==> config.mk <==
export PLATFORM = sky130hd
export DESIGN_NAME = seq_alu
export DESIGN_NICKNAME = d
export VERILOG_FILES = /design/src/rtl/seq_alu.sv
export SDC_FILE = /design/constraint.sdc
export NUM_CORES = 1
export LEC_CHECK = 0
export ABC_CLOCK_PERIOD_IN_PS = 4900
export CELL_PAD_IN_SITES_DETAIL_PLACEMENT = 1
export CELL_PAD_IN_SITES_GLOBAL_PLACEMENT = 2
export CORE_ASPECT_RATIO = 1.25
export CORE_MARGIN = 2
export CORE_UTILIZATION = 37
export CTS_CLUSTER_DIAMETER = 30
export DETAILED_ROUTE_END_ITERATION = 8
export PLACE_DENSITY_LB_ADDON = 0.12
export SYNTH_ARGS = -nofsm -noshare
export SYNTH_HDL_FRONTEND = slang
export SYNTH_SLANG_ARGS = --single-unit
==> constraint.sdc <==
create_clock -name clk -period 4.9 [get_ports clk]
set_input_delay 0.98 -clock clk [delete_from_list [all_inputs] [get_ports clk]]
set_output_delay 0.98 -clock clk [all_outputs]
set_load 0.005 [all_outputs]
Run 1, cells coloured by class:
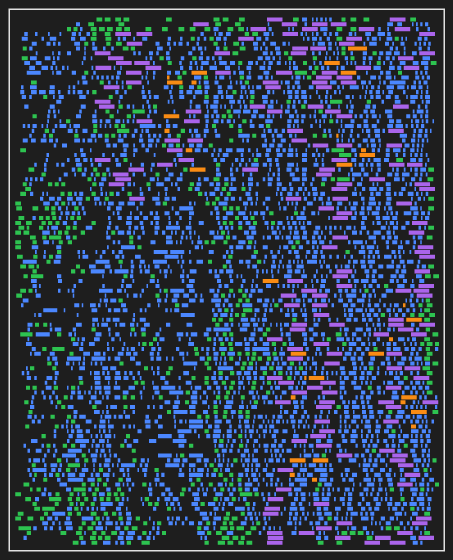
legend:
  other buffers and delay cells:
    colour: green
    cells: 611
    share_of_their_area: 17%
  flip-flops:
    colour: purple
    cells: 177
    share_of_their_area: 14%
  clock drivers and dummy loads:
    colour: orange
    cells: 32
    share_of_their_area: 1.8%
  all other logic:
    colour: blue
    cells: 3133
    share_of_their_area: 67%
core area: 0.0708 mm^2
post-route cell area: 0.0324 mm^2

Run 1, track usage over the die:
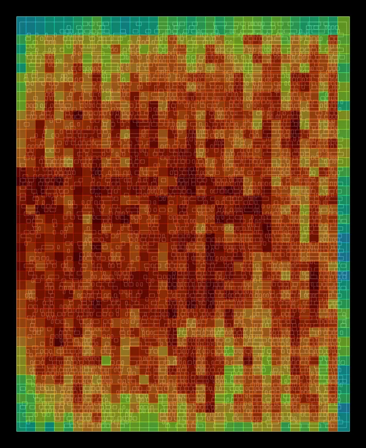
met2 usage: 0.739
final core utilization: 0.457
GRT Overall Usage: 0.440
DR WL/cell: 33.9 um

Run 1, signal metal coverage by tile:
Bar = 50 um. The die is cut into 24 by 30 equal tiles; dark blue is low, red is high, scaled to the fullest tile. Values are wire area over tile area, all layers added.
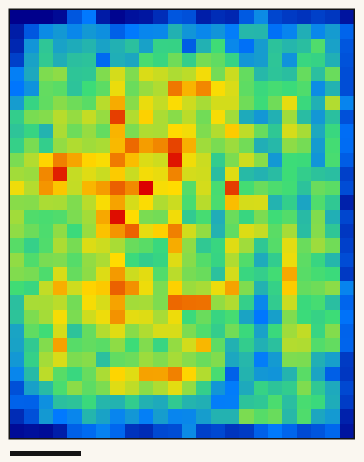
fullest tile: 0.77
tiles over half the peak: 55%
nearly empty tiles: 0.60%
Vias: 33000
drt total wl: 166000 um

==> flow_summary.yaml, run 1 <==
# generated from flow reports
power:
  p_clk_frac: 0.077
  p_per_area_mw_per_mm2: 575
  largestPowerGroup: "combinational logic"
  peakVddDrop_v: 0.000426
  power.switching_uw: 10200
  seq_cell_power_uw: 3300
cts:
  cts_buffer_depth: 2
  clock_sinks: 177
  cts_buffers: 17
place:
  dpl_cell_area_mm2: 0.0315
  dp_cells: 4862
detailed_routing:
  drt_iter0_drc: 3318
  dr.pass1.iters: 7
  vias_per_cell: 6.73
global_routing:
  first_global_vias: 34000
  grt_pass1_wl_um: 238000
  grt_max_degree: 103
synth:
  postSynthCellCount: 3644
  async_flop_share: 1.00
  ys_ff: 177
  syn-cell-area_mm2: 0.0265
  synth_top_area_share: 0.167
  synth_cell_types: 101
  aoi_share: 0.322
  fp_nets: 3830
  yosys_area_mm2: 0.0265
cells_and_area:
  syn_to_final_growth_pct: 22.2
  largest_reg_flops: 34
  n_antenna_cell: 5
  nets: 4126
  inverters: 93
  mi_logic_area_mm2: 0.0207
  drive_gt1_frac: 0.181
final_timing:
  skew_ns: 0.0136
  worst_pin_slew_ns: 1.26
  holdWs_ns: 0.505
  tns_ns: 0
floorplan:
  die_w_um: 243
  tap_cells: 943
setup_path:
  reg2regPathDepth: 19
  path_buffers: 6
  cp_max_fo: 6
  path_depth: 18
  cpPeakStageDelay_ns: 0.52
run_status:
  status: "finished, final reports clean"
min_path:
  min_path_cells: 1
  hp-class: "flip-flop to flip-flop"
run:
  cap_violations: 0
## run 1: timing repair
| item | in CTS | in global routing |
|---|---|---|
| endpoints found under the setup margin | 37 | 49 |
| setup buffers | 0 | 2 |
| pin swaps | 2 | 22 |
| gates resized | 15 | 42 |
## run 1: routing by layer
layer | up-vias | global-route usage
met5 | - | 0
met4 | 2 | 0.417
met3 | 621 | 0.0662
met2 | 1711 | 0.739
met1 | 16500 | 0.477
li1 | 14200 | -
## run 1: cell usage after synthesis, drive strengths merged (74+ instances only)
master  number
o21ai      277
a211oi      85
nor3        74
a21oi      328
clkbuf     230
inv         91
xnor2      159
a31oi       74
buf        104
xor2       101
nand2      407
ha         111
mux2i      114
dfrtp      177
nor2       343
Run 1, cell area per tile:
Bar = 50 um. The die is cut into 24 by 30 equal tiles; dark blue is low, red is high, 0 to 100% covered.
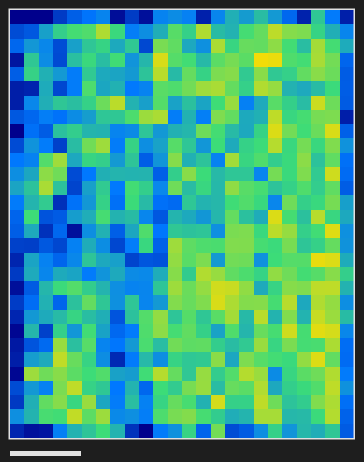

==> inputs of run 2 (changes only) <==
CORE_MARGIN = 3   (was 2)
Run 2, cell area per tile:
Bar = 50 um. The die is cut into 25 by 31 equal tiles; dark blue is low, red is high, 0 to 100% covered.
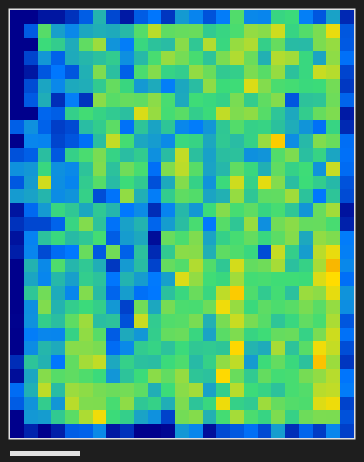
emptiest ninth of the die: upper left
tiles over 75% full: 0.80%
nearly empty tiles: 3.2%
fullest tile: 79%
final core utilization: 0.461
Core Util at FP: 0.374

Run 2, cells coloured by class:
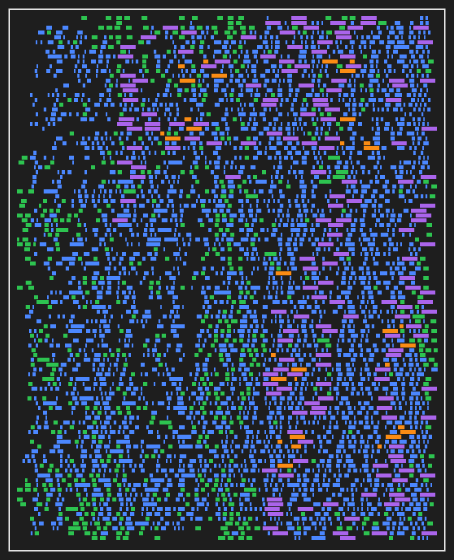
legend:
  all other logic:
    colour: blue
    cells: 3133
    share_of_their_area: 67%
  other buffers and delay cells:
    colour: green
    cells: 648
    share_of_their_area: 17%
  clock drivers and dummy loads:
    colour: orange
    cells: 32
    share_of_their_area: 1.8%
  flip-flops:
    colour: purple
    cells: 177
    share_of_their_area: 14%
row cnt: 109
post-route cell area: 0.0326 mm^2

==> run 2 against run 1 <==
Compared with the run above:
- the run now ends with max-capacitance violations left
- count of clock-buffer cells in the layout decreased by 2
- wire length increased by 1.1%
- highest routed layer unchanged
- worst hold slack got worse by 0.0077 ns
- sequential share of layout area decreased by 0.11 points
- first-iteration DRC count increased by 13%
- combinational power about the same
- cell count increased by 0.69%
- cell area increased by 0.84%
==> flow_summary.yaml, run 2 <==
# generated from flow reports
run_status:
  status: "finished with violations"
  violations: "max-capacitance violations"
floorplan:
  tap_cells: 943
  core_area_mm2: 0.0708
setup_path:
  reg2regPathDepth: 20
  cpPeakStageDelay_ns: 0.58
  path_depth: 16
  cp_max_fo: 6
global_routing:
  grt_max_degree: 81
  grtUsageTotal: 0.437
  first_global_vias: 34200
cts:
  postCtsSetupBuffers: 0
  cts_resized: 18
  clock_sinks: 177
  cts_buffers: 17
synth:
  aoi_share: 0.322
  syn-cell-area_mm2: 0.0265
  synth_top_area_share: 0.167
  synthTopCellsByCount: "405 x nand2_1, 340 x nor2_1, 328 x a21oi_1"
  postSynthCellCount: 3644
  ys_ff: 177
detailed_routing:
  routedWlPerCell_um: 34.1
  drt_wl_total_um: 168000
  vias: 33300
  vias_per_cell: 6.75
final_timing:
  worst_pin_slew_ns: 1.49
  tns_ns: 0
  holdWs_ns: 0.497
power:
  largestPowerGroup: "combinational logic"
  p_clk_frac: 0.077
  peakVddDrop_v: 0.000494
cells_and_area:
  syn_to_final_growth_pct: 23.2
  inverters: 93
  mi_logic_area_mm2: 0.0207
place:
  dpl_cell_area_mm2: 0.0318
  dp_cells: 4894
min_path:
  hp-class: "flip-flop to flip-flop"
run:
  cap_violations: 1
==> run 2: cell types whose count changed in the layout (fill, tap and decap cells not counted), sizes merged <==
cell | previous run | this run
clkinvlp | 1 | 4
inv | 95 | 100
dlymetal6s2s | 5 | 3
clkdlybuf4s50 | 126 | 128
bufinv | 1 | 0
clkbuf | 20 | 18
clkinv | 9 | 4
diode | 5 | 2
buf | 479 | 516
==> run 2: per-layer routing <==
| metal | vias to the layer above | GRT usage | wire (um) |
|---|---|---|---|
| met4 | 4 | 0.411 | 19800 |
| met3 | 666 | 0.0700 | 12000 |
| met5 | - | 0 | 27 |
| met1 | 16500 | 0.472 | 58100 |
| li1 | 14200 | - | - |
| met2 | 1866 | 0.727 | 78200 |
No activity file was given, so power comes from the tool's default toggle rates.
